File: src/rtl/dff_share_arbiter_if.sv
// Requester/response bundle for dff_share_arbiter. The arbiter uses the slave
// modport; stimulus agents and the response consumer use master.
interface dff_share_arbiter_if #(
  parameter int NREQ = 4,
  parameter int DW   = 32
);
  localparam int IDW = (NREQ > 1) ? $clog2(NREQ) : 1;

  logic [NREQ-1:0]    req_valid;
  logic [NREQ*DW-1:0] req_data;
  logic [NREQ-1:0]    req_ready;
  logic               rsp_valid;
  logic               rsp_ready;
  logic [IDW-1:0]     rsp_id;
  logic [DW-1:0]      rsp_data;

  modport master (
    output req_valid, req_data, rsp_ready,
    input  req_ready, rsp_valid, rsp_id, rsp_data
  );

  modport slave (
    input  req_valid, req_data, rsp_ready,
    output req_ready, rsp_valid, rsp_id, rsp_data
  );
endinterface

File: src/rtl/dff_share_arbiter.sv
// Round-robin arbiter sharing one DW-bit capture register among NREQ requesters.
// Optional response-stall timeout is enabled by defining ARB_TIMEOUT_EN.

// Per-requester slice: flags requesters above the rotation pointer and gates
// this requester's word onto the shared OR-mux when selected.
module dff_share_arbiter_lane #(
  parameter int IDX = 0,
  parameter int IDW = 2,
  parameter int DW  = 32
) (
  input  logic [IDW-1:0] ptr,
  input  logic           vld,
  input  logic           sel,
  input  logic [DW-1:0]  word,
  output logic           hi_vld,
  output logic [DW-1:0]  sel_word
);
  assign hi_vld   = vld && (IDW'(IDX) > ptr);
  assign sel_word = sel ? word : '0;
endmodule

module dff_share_arbiter #(
  parameter int NREQ    = 4,
  parameter int DW      = 32,
  parameter int LAT     = 2,
  parameter int TIMEOUT = 16
) (
  input  logic                clk,
  input  logic                rst,
  dff_share_arbiter_if.slave  bus,
  output logic                busy
`ifdef ARB_TIMEOUT_EN
  ,
  output logic                timeout_err
`endif
);
  localparam int IDW = (NREQ > 1) ? $clog2(NREQ) : 1;
  localparam int CW  = (LAT > 1) ? $clog2(LAT) : 1;
  localparam logic [CW-1:0] CNT_LAST = CW'((LAT > 0) ? LAT - 1 : 0);

  if (NREQ < 2 || NREQ > 16 || LAT < 0 || LAT > 255 || TIMEOUT < 1) begin : g_param_err
    $error("dff_share_arbiter: parameter out of range");
  end

  typedef enum logic [1:0] {S_IDLE, S_WAIT, S_RESP} state_e;

  state_e         state_q, state_d;
  logic [IDW-1:0] ptr_q, ptr_d;
  logic [CW-1:0]  cnt_q, cnt_d;
  logic [DW-1:0]  data_q, data_d;
  logic [IDW-1:0] id_q, id_d;

`ifdef ARB_TIMEOUT_EN
  localparam int SW = (TIMEOUT > 1) ? $clog2(TIMEOUT) : 1;
  localparam logic [SW-1:0] STALL_LAST = SW'(TIMEOUT - 1);
  logic [SW-1:0] stall_q, stall_d;
  logic          terr_q, terr_d;
`endif

  logic [NREQ-1:0][DW-1:0] req_words;
  logic [NREQ-1:0][DW-1:0] lane_word;
  logic [NREQ-1:0]         hi_vld;
  logic [NREQ-1:0]         cand;
  logic [NREQ-1:0]         sel_oh;
  logic [IDW-1:0]          win_id;
  logic [DW-1:0]           win_word;
  logic                    found;
  logic                    accept;

  assign req_words = bus.req_data;

  for (genvar i = 0; i < NREQ; i++) begin : g_lane
    dff_share_arbiter_lane #(.IDX(i), .IDW(IDW), .DW(DW)) u_lane (
      .ptr      (ptr_q),
      .vld      (bus.req_valid[i]),
      .sel      (sel_oh[i]),
      .word     (req_words[i]),
      .hi_vld   (hi_vld[i]),
      .sel_word (lane_word[i])
    );
  end

  // Rotation as two-pass priority: anything above ptr wins first, else wrap to lowest.
  always_comb begin
    cand   = (|hi_vld) ? hi_vld : bus.req_valid;
    sel_oh = '0;
    win_id = '0;
    found  = 1'b0;
    for (int i = 0; i < NREQ; i++) begin
      if (!found && cand[i]) begin
        found     = 1'b1;
        sel_oh[i] = 1'b1;
        win_id    = IDW'(i);
      end
    end
  end

  always_comb begin
    win_word = '0;
    for (int i = 0; i < NREQ; i++) win_word = win_word | lane_word[i];
  end

  assign accept = (state_q == S_IDLE) && (|bus.req_valid);

  always_ff @(posedge clk or posedge rst) begin
    if (rst) begin
      state_q <= S_IDLE;
      ptr_q   <= IDW'(NREQ - 1);
      cnt_q   <= '0;
      data_q  <= '0;
      id_q    <= '0;
`ifdef ARB_TIMEOUT_EN
      stall_q <= '0;
      terr_q  <= 1'b0;
`endif
    end else begin
      state_q <= state_d;
      ptr_q   <= ptr_d;
      cnt_q   <= cnt_d;
      data_q  <= data_d;
      id_q    <= id_d;
`ifdef ARB_TIMEOUT_EN
      stall_q <= stall_d;
      terr_q  <= terr_d;
`endif
    end
  end

  always_comb begin
    state_d = state_q;
    ptr_d   = ptr_q;
    cnt_d   = cnt_q;
    data_d  = data_q;
    id_d    = id_q;
`ifdef ARB_TIMEOUT_EN
    stall_d = '0;
    terr_d  = 1'b0;
`endif
    case (state_q)
      S_IDLE: begin
        if (accept) begin
          data_d  = win_word;
          id_d    = win_id;
          ptr_d   = win_id;
          cnt_d   = '0;
          state_d = (LAT == 0) ? S_RESP : S_WAIT;
        end
      end
      S_WAIT: begin
        if (cnt_q == CNT_LAST) state_d = S_RESP;
        else                   cnt_d   = cnt_q + 1'b1;
      end
      S_RESP: begin
        if (bus.rsp_ready) begin
          state_d = S_IDLE;
        end
`ifdef ARB_TIMEOUT_EN
        // A handshake in the limit cycle is not a stall, so it wins over the drop.
        else if (stall_q == STALL_LAST) begin
          state_d = S_IDLE;
          terr_d  = 1'b1;
        end else begin
          stall_d = stall_q + 1'b1;
        end
`endif
      end
      default: state_d = S_IDLE;
    endcase
  end

  always_comb begin
    bus.req_ready = (state_q == S_IDLE && !rst) ? sel_oh : '0;
    bus.rsp_valid = (state_q == S_RESP);
    bus.rsp_id    = id_q;
    bus.rsp_data  = data_q;
    busy          = (state_q != S_IDLE);
`ifdef ARB_TIMEOUT_EN
    timeout_err   = terr_q;
`endif
  end
endmodule
File: src/flat_wrapper.sv
// flat-port wrapper written by rule: the top's interface ports become plain ports
module dff_share_arbiter_flat 
#(
  parameter int NREQ    = 4,
  parameter int DW      = 32,
  parameter int LAT     = 2,
  parameter int TIMEOUT = 16
)
  (clk, rst, busy, bus_req_valid, bus_req_data, bus_rsp_ready, bus_req_ready, bus_rsp_valid, bus_rsp_id, bus_rsp_data);
  dff_share_arbiter_if #(.NREQ(NREQ), .DW(DW)) bus_i ();
  input  logic clk;
  input  logic rst;
  output logic busy;
  input wire logic [$bits(bus_i.req_valid)-1:0] bus_req_valid;
  input wire logic [$bits(bus_i.req_data)-1:0] bus_req_data;
  input wire logic [$bits(bus_i.rsp_ready)-1:0] bus_rsp_ready;
  output wire logic [$bits(bus_i.req_ready)-1:0] bus_req_ready;
  output wire logic [$bits(bus_i.rsp_valid)-1:0] bus_rsp_valid;
  output wire logic [$bits(bus_i.rsp_id)-1:0] bus_rsp_id;
  output wire logic [$bits(bus_i.rsp_data)-1:0] bus_rsp_data;
  assign bus_i.req_valid = bus_req_valid;
  assign bus_i.req_data = bus_req_data;
  assign bus_i.rsp_ready = bus_rsp_ready;
  assign bus_req_ready = bus_i.req_ready;
  assign bus_rsp_valid = bus_i.rsp_valid;
  assign bus_rsp_id = bus_i.rsp_id;
  assign bus_rsp_data = bus_i.rsp_data;
  dff_share_arbiter #(.NREQ(NREQ), .DW(DW), .LAT(LAT), .TIMEOUT(TIMEOUT)) u_core (.clk(clk), .rst(rst), .bus(bus_i), .busy(busy));
endmodule
File: config.mk
export PLATFORM = sky130hd
export DESIGN_NAME = dff_share_arbiter_flat
export DESIGN_NICKNAME = d
export VERILOG_FILES = /design/src/rtl/dff_share_arbiter_if.sv /design/src/rtl/dff_share_arbiter.sv /design/src/flat_wrapper.sv
export SDC_FILE = /design/constraint.sdc
export NUM_CORES = 1
export LEC_CHECK = 0
export CORE_MARGIN = 8
export CORE_UTILIZATION = 41
export DETAILED_ROUTE_END_ITERATION = 10
export HOLD_SLACK_MARGIN = 0.08
export PLACE_DENSITY = 0.87
export SLEW_MARGIN = 20
export SYNTH_ARGS = -nofsm -noshare
export SYNTH_HDL_FRONTEND = slang
export SYNTH_SLANG_ARGS = --single-unit
File: constraint.sdc
create_clock -name clk -period 3.8 [get_ports clk]
set_input_delay 0.76 -clock clk [delete_from_list [all_inputs] [get_ports clk]]
set_output_delay 0.76 -clock clk [all_outputs]
set_load 0.05 [all_outputs]
Run 1, local utilization:
Drawn at 4 px/micron. The die is cut into 10 by 10 equal tiles; white is low, dark blue is high, 0 to 100% covered.
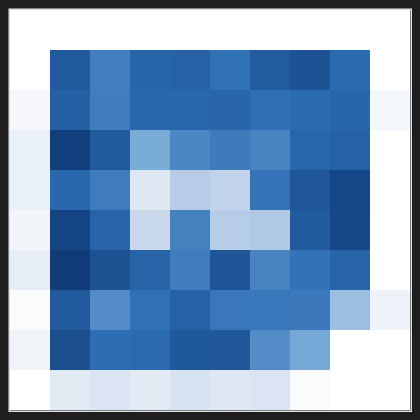
tiles over 75% full: 35%
nearly empty tiles: 21%
fullest tile: 95%
fp util: 42.45%
Finished Core Util: 70.04%
core area: 6832 sq um

Run 1, clock wiring as the flow saved it:
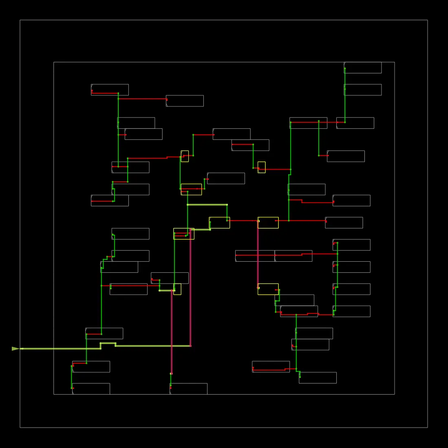
source-to-sink clock delay at the later pin of the worst-skew pair: 0.29 ns
worst clock skew: 0.007074 ns

Run 1, met4 routing:
Drawn at 6 px/micron. Supply wires on this layer in grey. Cells faint in the background.
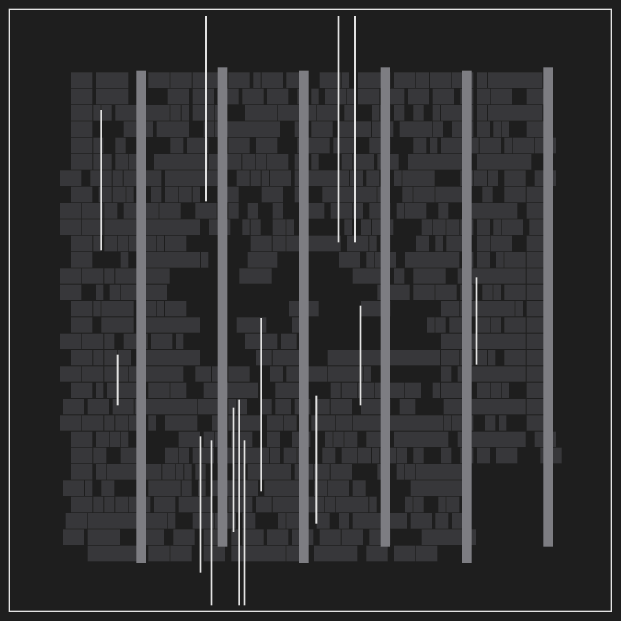
share of all routed wire: 2.8%
main direction: vertical
longest straight run: 37.4 microns
nets with wire on the layer: 14
wire length on this layer: 348 microns
total number of vias: 3585
routed wire length: 12520 microns

==> tab_implementation.tex, run 1 <==
% Auto-generated results table
\begin{tabular}{lr}
\hline
Metric & Value \\
\hline
\multicolumn{2}{l}{\textbf{Outcome}} \\
\quad Status & finished clean \\
\multicolumn{2}{l}{\textbf{STA}} \\
\quad Worst slew margin relative to its limit & 61.07\% \\
\quad Min cycle time layout & 3.249 ns \\
\quad Max-slew violations & 0 \\
\quad Setup TNS Final & 0 ns \\
\quad Max Fclk & 307.8 MHz \\
\quad Final setup vio count & 0 \\
\quad Share of the clock period used by the worst path & 85.49\% \\
\quad Setup repair after global routing missed its margin & no \\
\quad Hold violation count in the final report & 0 \\
\quad Slew at the pin closest to its max-slew limit & 0.5840 ns \\
\multicolumn{2}{l}{\textbf{Logic synthesis}} \\
\quad Summed instance area of the synthesized netlist & 2900 sq um \\
\quad Commonest cells in the synthesized netlist & 39 x sky130\_fd\_sc\_hd\_\_nor2\_1, 37 x sky130\_fd\_sc\_hd\_\_a21oi\_1, 37 x sky130\_fd\_sc\_hd\_\_dfrtp\_1 \\
\quad Number of nets in the synthesized netlist & 488 \\
\quad Synthesis area per yosys & 2900 sq um \\
\quad Share of synthesized area occupied by flip-flops and latches & 33.74\% \\
\quad Primary FF master, synth & sky130\_fd\_sc\_hd\_\_dfrtp\_1 \\
\quad Synth area leader & sky130\_fd\_sc\_hd\_\_dfrtp\_1 \\
\quad Most popular library cell in the synthesized design by count & sky130\_fd\_sc\_hd\_\_nor2\_1 \\
\quad Count of instantiated cells in the yosys netlist & 353 \\
\quad Share of Yosys cell area claimed by the top area cell type & 31.92\% \\
\quad Top post-synthesis cells by area & sky130\_fd\_sc\_hd\_\_dfrtp\_1 32\%, sky130\_fd\_sc\_hd\_\_a221oi\_2 14\%, sky130\_fd\_sc\_hd\_\_a31oi\_1 6.9\%, sky130\_fd\_sc\_hd\_\_nand4\_1 6.9\%, sky130\_fd\_sc\_hd\_\_a21oi\_1 6.4\% \\
\quad Synthesized area per cell & 8.216 sq um \\
\quad Post-Syn Instances & 353 \\
\quad Async set-or-reset flop fraction in the synthesized netlist & 100.0\% \\
\quad Flip-flop and latch count after synthesis & 39 \\
\quad Yosys warning total & 0 \\
\quad Number of enable-type register cells in the synthesized netlist & 0 \\
\quad Synth cell types & 33 \\
\multicolumn{2}{l}{\textbf{Routing}} \\
\quad Number of design rule violations left after detail routing & 0 \\
\quad Detailed-route vias per instance & 5.955 \\
\quad Routed wirelength normalized by instance count & 20.80 microns \\
\quad Drt first pass iters & 5 \\
\quad Remaining antenna violation count after routing & 0 \\
\quad DR iter-0 viols & 215 \\
\multicolumn{2}{l}{\textbf{Pwr}} \\
\quad P\_leak & 0.001830 uW \\
\quad Worst voltage drop across the vdd grid & 0.0003701 V \\
\quad Power Density & 780.9 nW/um\^{}2 \\
\multicolumn{2}{l}{\textbf{Cells and area}} \\
\quad Comb. cell area & 1690 sq um \\
\quad Fraction of layout instances using a drive strength above 1 & 13.24\% \\
\quad Area used by sequential logic in the layout & 978.4 sq um \\
\quad Count of fill cells added during filler insertion & 561 \\
\quad Area growth syn-to-layout & 64.97\% \\
\quad Layout Cells excl Fill & 602 \\
\quad Antenna Cells & 0 \\
\quad \# nets final & 640 \\
\quad Largest register FFs & 32 \\
\multicolumn{2}{l}{\textbf{Global route}} \\
\quad Global router's overall resource usage & 24.32\% \\
\quad Maximum number of pins on one net before global-route repair & 42 \\
\quad Initial antenna violation count & 0 \\
\quad Congestion Overflow GR & 0 \\
\quad Via count of the first global-routing pass & 3776 \\
\quad Global-route wire length before repair & 19590 microns \\
\multicolumn{2}{l}{\textbf{Worst hold path}} \\
\quad Class of the tightest hold or removal check & register to register \\
\quad Hold Path Stages & 1 \\
\multicolumn{2}{l}{\textbf{Clock network}} \\
\quad CTS H-tree lvls & 2 \\
\quad Hold buffer count at CTS & 0 \\
\quad TritonCTS clock tree & built \\
\quad \# clock sinks & 39 \\
\quad Root buffer cell & sky130\_fd\_sc\_hd\_\_clkbuf\_8 \\
\quad Post-CTS setup buffer count & 0 \\
\quad Count of cells resized by post-cts repair & 0 \\
\quad CTS clk-pin slew, worst paths & 0.08 ns \\
\quad Total CTS buffers & 5 \\
\quad Max Buffers Root-to-Sink & 2 \\
\multicolumn{2}{l}{\textbf{Setup path}} \\
\quad Startpoint types & primary input \\
\quad Critical path capture point type & primary output \\
\quad Critical path's slowest cell & sky130\_fd\_sc\_hd\_\_clkdlybuf4s50\_1 \\
\quad Worst reg2reg startpoint & u\_core.ptr\_q[1] \\
\quad Buf/Inv on CP & 2 \\
\quad Crit path cell chain & clkdlybuf4s50\_1, or3\_1, o221ai\_2, nand2\_1, nor2\_1, buf\_12 \\
\quad Minimum setup slack among reg-to-reg paths & 1.75 ns \\
\quad Origin of the worst setup path & bus\_req\_valid[2] \\
\quad Worst path arrival time & 2.49 ns \\
\quad Highest fanout seen on the critical path & 12 \\
\quad Worst setup path end & bus\_req\_ready[1] \\
\quad Worst r2r path cells & 5 \\
\quad Crit Path Class & primary input to primary output \\
\quad Stages on worst setup path & 6 \\
\quad CP max stage delay & 0.67 ns \\
\quad Worst reg2reg path endpoint & u\_core.bus.rsp\_data[11] \\
\quad Gate family responsible for the most delay along the worst path & buffers and inverters \\
\multicolumn{2}{l}{\textbf{Floorplan}} \\
\quad FP Rows & 30 \\
\quad \# IOs & 175 \\
\quad Die Area & 10020 sq um \\
\quad Vertical die dimension & 100.1 microns \\
\quad Chip Width & 100.1 microns \\
\multicolumn{2}{l}{\textbf{Flow run}} \\
\quad Max Cap Violations & 0 \\
\quad OpenROAD warning count & 26 \\
\multicolumn{2}{l}{\textbf{Placement}} \\
\quad Count of buffers from port buffering & 174 \\
\quad DPL Wire Length & 8933 microns \\
\quad Cells after DPL & 594 \\
\hline
\end{tabular}
-- run 1: kinds of logic (layout without fill, tap and decap cells) --
family,Yosys count,in the layout,share of synthesized area [%]
AOI/OAI and AO/OA,113,113,32.57
xor gates and xnor gates,1,1,0.3020
buffers and inverters,49,202,8.412
DFF,39,39,33.74
and+or+nand+nor,151,151,24.98
-- run 1: per-stage QoR --
step | util [%] | setup slack [ns] | area, sq um | hold slack [ns] | power, uW
after floorplan | - | 0.5425 | 2900 | 0.4246 | 2575
after global placement | 68.81 | 0.6094 | 4701 | 0.4384 | 3382
after detailed placement | 68.81 | 0.5788 | 4701 | 0.4380 | 3438
after CTS | 70.04 | 0.5649 | 4785 | 0.4620 | 3724
after global routing | 70.04 | 0.4776 | 4785 | 0.4897 | 3926
final | 70.04 | 0.5514 | 4785 | 0.4682 | 3736
-- run 1: worst min path at each step --
stage | slack, ns | from | to
6_report | 0.47 | u_core.cnt_q | u_core.state_q[0]
3_3_place_gp | 0.44 | u_core.cnt_q | u_core.state_q[0]
3_5_place_dp | 0.44 | u_core.cnt_q | u_core.state_q[0]
2_1_floorplan | 0.42 | u_core.cnt_q | u_core.state_q[0]
5_1_grt | 0.49 | u_core.cnt_q | u_core.state_q[0]
4_1_cts | 0.46 | u_core.cnt_q | u_core.state_q[0]
-- run 1: power breakdown --
group | internal [uW] | switching (uW) | total (uW)
Sequential | 646 | 142 | 789
Combinational | 934 | 1730 | 2660
Clock | 126 | 158 | 284
-- run 1: layer usage --
metal | vias to the layer above | wire length [microns] | global-route usage (%)
li1 | 1633 | - | -
met5 | - | 0 | 0
met4 | 0 | 348 | 10.93
met1 | 1705 | 4826 | 27.49
met3 | 28 | 1204 | 6.505
met2 | 219 | 6141 | 41.82
-- run 1: cell type report --
| class | instances | area share (%) |
|---|---|---|
| timing repair buffer | 190 | 39.64 |
| multi-input combinational | 265 | 35.33 |
| sequential | 39 | 20.45 |
| tap | 96 | 2.510 |
| clock buffer | 5 | 1.438 |
| clock inverter | 3 | 0.3138 |
| inverter | 4 | 0.3138 |
-- run 1: cell usage in the layout (no fill, tap or decap), types with 2 or more instances in the layout --
cell	netlist	routed
sky130_fd_sc_hd__a21oi_1	37	37
sky130_fd_sc_hd__a221oi_2	28	28
sky130_fd_sc_hd__nand2_1	34	34
sky130_fd_sc_hd__a221oi_1	4	4
sky130_fd_sc_hd__dfrtp_1	37	37
sky130_fd_sc_hd__nor2_1	39	39
sky130_fd_sc_hd__a31oi_1	32	32
sky130_fd_sc_hd__nand3_1	33	33
sky130_fd_sc_hd__a21o_1	3	2
sky130_fd_sc_hd__dfstp_2	2	2
sky130_fd_sc_hd__and3_1	2	2
sky130_fd_sc_hd__nor2b_1	3	3
sky130_fd_sc_hd__nand4_1	32	32
sky130_fd_sc_hd__nand2b_1	4	4
sky130_fd_sc_hd__inv_1	4	3
sky130_fd_sc_hd__clkdlybuf4s50_1	0	169
sky130_fd_sc_hd__buf_4	2	16
sky130_fd_sc_hd__buf_12	0	4
sky130_fd_sc_hd__clkinv_2	0	3
sky130_fd_sc_hd__o21ai_1	2	2
sky130_fd_sc_hd__clkbuf_8	0	5
==> run 2: changes to the inputs <==
--- a/config.mk
+++ b/config.mk
@@ -5,8 +5,9 @@
 export SDC_FILE = /design/constraint.sdc
 export NUM_CORES = 1
 export LEC_CHECK = 0
+export ABC_AREA = 1
 export CORE_MARGIN = 8
-export CORE_UTILIZATION = 41
+export CORE_UTILIZATION = 40
 export DETAILED_ROUTE_END_ITERATION = 10
 export HOLD_SLACK_MARGIN = 0.08
 export PLACE_DENSITY = 0.87
@@ -14,3 +15,4 @@
 export SYNTH_ARGS = -nofsm -noshare
 export SYNTH_HDL_FRONTEND = slang
 export SYNTH_SLANG_ARGS = --single-unit
+export TNS_END_PERCENT = 50
Run 2, local utilization:
Drawn at 4 px/micron. The die is cut into 10 by 10 equal tiles; white is low, dark blue is high, 0 to 100% covered.
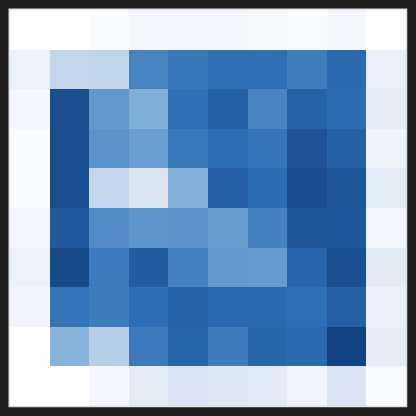
nearly empty tiles: 7.0%
tiles over 75% full: 31%
mean over tiles: 47%
Finished Core Util: 69.55%
fp util: 40.95%
core area: 6719 sq um

Run 2, sequential cells coloured by netlist name:
Drawn at 4 px/micron. Other sequential cells in the stronger grey, the rest of the logic in the fainter grey.
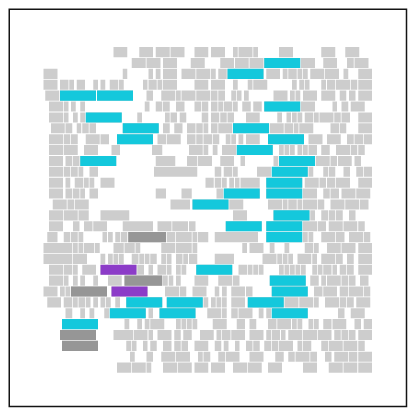
[cyan] `u_core.bus.rsp_data` | sequential cells: 32
[purple] `u_core.bus.rsp_id` | sequential cells: 2
not coloured: 5
area used by sequential logic in the layout: 978.4 sq um
sequential cell power: 758 uW
sequential portion of the cell area: 20.94%

==> tab_implementation.tex, run 2 <==
% Auto-generated results table
\begin{tabular}{lr}
\hline
Metric & Value \\
\hline
\multicolumn{2}{l}{\textbf{Cells and area}} \\
\quad Count of fill cells added during filler insertion & 549 (was 561) \\
\quad Largest register FFs & 32 (unchanged) \\
\quad Antenna Cells & 0 (unchanged) \\
\quad Comb. cell area & 1460 sq um (was 1690 sq um) \\
\quad Fraction of layout instances using a drive strength above 1 & 10.45\% (was 13.24\%) \\
\quad Area growth syn-to-layout & 69.85\% (was 64.97\%) \\
\quad Dominant logic cell type in the layout & sky130\_fd\_sc\_hd\_\_clkdlybuf4s50\_1 (unchanged) \\
\quad Commonest non-fill, non-tap cells in the layout & 170 x sky130\_fd\_sc\_hd\_\_clkdlybuf4s50\_1, 110 x sky130\_fd\_sc\_hd\_\_nor2\_1, 68 x sky130\_fd\_sc\_hd\_\_nand3\_1, 41 x sky130\_fd\_sc\_hd\_\_inv\_1, 37 x sky130\_fd\_sc\_hd\_\_dfrtp\_1 (was 169 x sky130\_fd\_sc\_hd\_\_clkdlybuf4s50\_1, 39 x sky130\_fd\_sc\_hd\_\_nor2\_1, 37 x sky130\_fd\_sc\_hd\_\_a21oi\_1, 37 x sky130\_fd\_sc\_hd\_\_dfrtp\_1, 34 x sky130\_fd\_sc\_hd\_\_nand2\_1) \\
\quad Final non-filler cell area & 4673 sq um (was 4785 sq um) \\
\quad \# nets final & 708 (was 640) \\
\multicolumn{2}{l}{\textbf{Clock network}} \\
\quad Root buffer cell & sky130\_fd\_sc\_hd\_\_clkbuf\_8 (unchanged) \\
\quad Count of cells resized by post-cts repair & 0 (unchanged) \\
\quad Hold buffer count at CTS & 0 (unchanged) \\
\quad \# clock sinks & 39 (unchanged) \\
\quad CTS H-tree lvls & 2 (unchanged) \\
\quad CTS clk-pin slew, worst paths & 0.07 ns (was 0.08 ns) \\
\quad Post-CTS setup buffer count & 0 (unchanged) \\
\quad Max Buffers Root-to-Sink & 2 (unchanged) \\
\quad TritonCTS clock tree & built (unchanged) \\
\quad Total CTS buffers & 5 (unchanged) \\
\quad Source-to-sink clock delay at the later pin of the worst-skew pair & 0.29 ns (about the same) \\
\multicolumn{2}{l}{\textbf{Setup path}} \\
\quad Startpoint types & primary input (unchanged) \\
\quad CP max stage delay & 0.59 ns (was 0.67 ns) \\
\quad Worst path arrival time & 2.35 ns (was 2.49 ns) \\
\quad Crit Path Class & primary input to primary output (unchanged) \\
\quad Gate family responsible for the most delay along the worst path & buffers and inverters (unchanged) \\
\quad Highest fanout seen on the critical path & 15 (was 12) \\
\quad Crit path cell chain & clkdlybuf4s50\_1, nand2\_2, nand2\_4, nor2\_4, inv\_2, nand2\_1, nor2\_1, buf\_4 (was clkdlybuf4s50\_1, or3\_1, o221ai\_2, nand2\_1, nor2\_1, buf\_12) \\
\quad Minimum setup slack among reg-to-reg paths & 1.67 ns (was 1.75 ns) \\
\quad Critical path's slowest cell & sky130\_fd\_sc\_hd\_\_clkdlybuf4s50\_1 (unchanged) \\
\quad Required time of the critical path & 3.04 ns (about the same) \\
\quad Critical path capture point type & primary output (unchanged) \\
\quad Buf/Inv on CP & 3 (was 2) \\
\multicolumn{2}{l}{\textbf{Logic synthesis}} \\
\quad Commonest cells in the synthesized netlist & 110 x sky130\_fd\_sc\_hd\_\_nor2\_1, 68 x sky130\_fd\_sc\_hd\_\_nand3\_1, 42 x sky130\_fd\_sc\_hd\_\_inv\_1 (was 39 x sky130\_fd\_sc\_hd\_\_nor2\_1, 37 x sky130\_fd\_sc\_hd\_\_a21oi\_1, 37 x sky130\_fd\_sc\_hd\_\_dfrtp\_1) \\
\quad Number of enable-type register cells in the synthesized netlist & 0 (unchanged) \\
\quad Yosys warning total & 0 (unchanged) \\
\quad Count of instantiated cells in the yosys netlist & 410 (was 353) \\
\quad Share of synthesized area occupied by flip-flops and latches & 35.56\% (was 33.74\%) \\
\quad Number of nets in the synthesized netlist & 545 (was 488) \\
\quad Most popular library cell in the synthesized design by count & sky130\_fd\_sc\_hd\_\_nor2\_1 (unchanged) \\
\quad Synth area leader & sky130\_fd\_sc\_hd\_\_dfrtp\_1 (unchanged) \\
\quad Synthesized area per cell & 6.711 sq um (was 8.216 sq um) \\
\quad Post-Syn Instances & 410 (was 353) \\
\quad Synth cell types & 22 (was 33) \\
\quad Flip-flop and latch count after synthesis & 39 (unchanged) \\
\quad Primary FF master, synth & sky130\_fd\_sc\_hd\_\_dfrtp\_1 (unchanged) \\
\quad Share of Yosys cell area claimed by the top area cell type & 33.65\% (was 31.92\%) \\
\quad Async set-or-reset flop fraction in the synthesized netlist & 100.0\% (unchanged) \\
\quad Summed instance area of the synthesized netlist & 2751 sq um (was 2900 sq um) \\
\quad Top post-synthesis cells by area & sky130\_fd\_sc\_hd\_\_dfrtp\_1 34\%, sky130\_fd\_sc\_hd\_\_nor2\_1 15\%, sky130\_fd\_sc\_hd\_\_nand3\_1 12\%, sky130\_fd\_sc\_hd\_\_nand4\_1 7.3\%, sky130\_fd\_sc\_hd\_\_nor2\_2 6.1\% (was sky130\_fd\_sc\_hd\_\_dfrtp\_1 32\%, sky130\_fd\_sc\_hd\_\_a221oi\_2 14\%, sky130\_fd\_sc\_hd\_\_a31oi\_1 6.9\%, sky130\_fd\_sc\_hd\_\_nand4\_1 6.9\%, sky130\_fd\_sc\_hd\_\_a21oi\_1 6.4\%) \\
\quad Synthesis area per yosys & 2751 sq um (was 2900 sq um) \\
\multicolumn{2}{l}{\textbf{Global route}} \\
\quad Global router's overall resource usage & 24.05\% (was 24.32\%) \\
\quad Global-route wire length before repair & 18850 microns (was 19590 microns) \\
\quad Congestion Overflow GR & 0 (unchanged) \\
\quad Maximum number of pins on one net before global-route repair & 40 (was 42) \\
\quad Initial antenna violation count & 0 (unchanged) \\
\quad Via count of the first global-routing pass & 3597 (was 3776) \\
\multicolumn{2}{l}{\textbf{Pwr}} \\
\quad P\_leak & 0.002066 uW (was 0.001830 uW) \\
\quad Worst voltage drop across the vdd grid & 0.0007507 V (was 0.0003701 V) \\
\quad Power Density & 768.0 nW/um\^{}2 (was 780.9 nW/um\^{}2) \\
\quad Post-layout power & 3589 uW (was 3736 uW) \\
\multicolumn{2}{l}{\textbf{Routing}} \\
\quad Number of design rule violations left after detail routing & 0 (unchanged) \\
\quad DR iter-0 viols & 322 (was 215) \\
\quad Drt first pass iters & 5 (unchanged) \\
\quad Remaining antenna violation count after routing & 0 (unchanged) \\
\quad Routed wire length & 11790 microns (was 12520 microns) \\
\quad Routed wirelength normalized by instance count & 18.02 microns (was 20.80 microns) \\
\quad Detailed-route vias per instance & 5.344 (was 5.955) \\
\quad Total number of vias & 3495 (was 3585) \\
\multicolumn{2}{l}{\textbf{STA}} \\
\quad Share of the clock period used by the worst path & 81.87\% (was 85.49\%) \\
\quad Setup repair after global routing missed its margin & no (unchanged) \\
\quad Slew at the pin closest to its max-slew limit & 0.6612 ns (was 0.5840 ns) \\
\quad Worst slew margin relative to its limit & 55.86\% (was 61.07\%) \\
\quad Hold violation count in the final report & 0 (unchanged) \\
\quad Setup TNS Final & 0 ns (unchanged) \\
\quad Final setup vio count & 0 (unchanged) \\
\quad Max Fclk & 321.4 MHz (was 307.8 MHz) \\
\quad Min cycle time layout & 3.111 ns (was 3.249 ns) \\
\quad Max-slew violations & 0 (unchanged) \\
\quad Worst clock skew & 0.005831 ns (was 0.007074 ns) \\
\multicolumn{2}{l}{\textbf{Outcome}} \\
\quad Status & finished clean (unchanged) \\
\multicolumn{2}{l}{\textbf{Placement}} \\
\quad DPL Wire Length & 8907 microns (was 8933 microns) \\
\quad Routability Congestion & 0.9488 (was 0.8568) \\
\quad Area after detailed placement & 4541 sq um (was 4701 sq um) \\
\quad Count of buffers from port buffering & 174 (unchanged) \\
\multicolumn{2}{l}{\textbf{Floorplan}} \\
\quad \# IOs & 175 (unchanged) \\
\quad Vertical die dimension & 98.94 microns (was 100.1 microns) \\
\quad Die Area & 9788 sq um (was 10020 sq um) \\
\quad Chip Width & 98.94 microns (was 100.1 microns) \\
\quad FP Rows & 30 (unchanged) \\
\multicolumn{2}{l}{\textbf{Flow run}} \\
\quad Max Cap Violations & 0 (unchanged) \\
\quad OpenROAD warning count & 26 (unchanged) \\
\multicolumn{2}{l}{\textbf{Worst hold path}} \\
\quad Class of the tightest hold or removal check & register to register (unchanged) \\
\hline
\end{tabular}
==> run 2: netlist changes by cell type in the layout (fill, tap and decap cells not counted), sizes merged, moves of 8 or more <==
cell and delta:
nand2 -11, nand3 +36, nor2 +98, inv +41
a221oi -32, a31oi -32, buf -8
==> run 2: logic make-up (layout without fill, tap and decap cells) <==
group	count (synthesis)	in the layout	share of synthesized area, %
compound gates	37	37	6.776
buf+inv	71	235	11.37
simple gates	263	263	46.29
flops	39	39	35.56
==> run 2: final timing paths <==
path,startpoint,to,cells after the start
worst max-delay path,bus_req_valid[3],bus_req_ready[1],8
worst min-delay path,u_core.cnt_q,u_core.state_q[0],1
worst max register to register,u_core.state_q[1],u_core.ptr_q[1],5
worst min register to register,u_core.cnt_q,u_core.state_q[0],1
max in group asynchronous,rst,u_core.ptr_q[1],3
min in group asynchronous,rst,u_core.bus.rsp_data[4],3
==> run 2: layer usage <==
metal	GRT usage [%]	share of wire, %	vias up
met4	10.39	3.4	0
met3	8.175	12	33
met5	0	0	-
li1	-	-	1668
met2	39.45	46	227
met1	27.80	38	1567
==> run 2: layout make-up <==
type	instances	share of cell area [%]
inverter	44	3.534
tap	80	2.142
multi-input combinational	300	31.24
clock buffer	6	1.553
timing repair buffer	183	39.30
clock inverter	2	1.285
sequential	39	20.94
==> run 2: report_power, final <==
part | leakage [uW] | switching, uW | internal (uW)
Combinational | 0.00155 | 1610 | 813
Sequential | 0.000449 | 117 | 642
Clock | 0.0000654 | 147 | 262
==> run 2: per-stage QoR <==
step | setup slack (ns) | hold slack [ns] | std cells
6_report | 0.6889 | 0.4822 | 654
2_1_floorplan | 0.4945 | 0.4354 | 410
3_3_place_gp | 0.7846 | 0.4536 | 646
3_5_place_dp | 0.7085 | 0.4684 | 646
5_1_grt | 0.5737 | 0.5063 | 654
4_1_cts | 0.6923 | 0.4811 | 654
Power figures rest on the tool's default switching activity, not on a simulated workload.
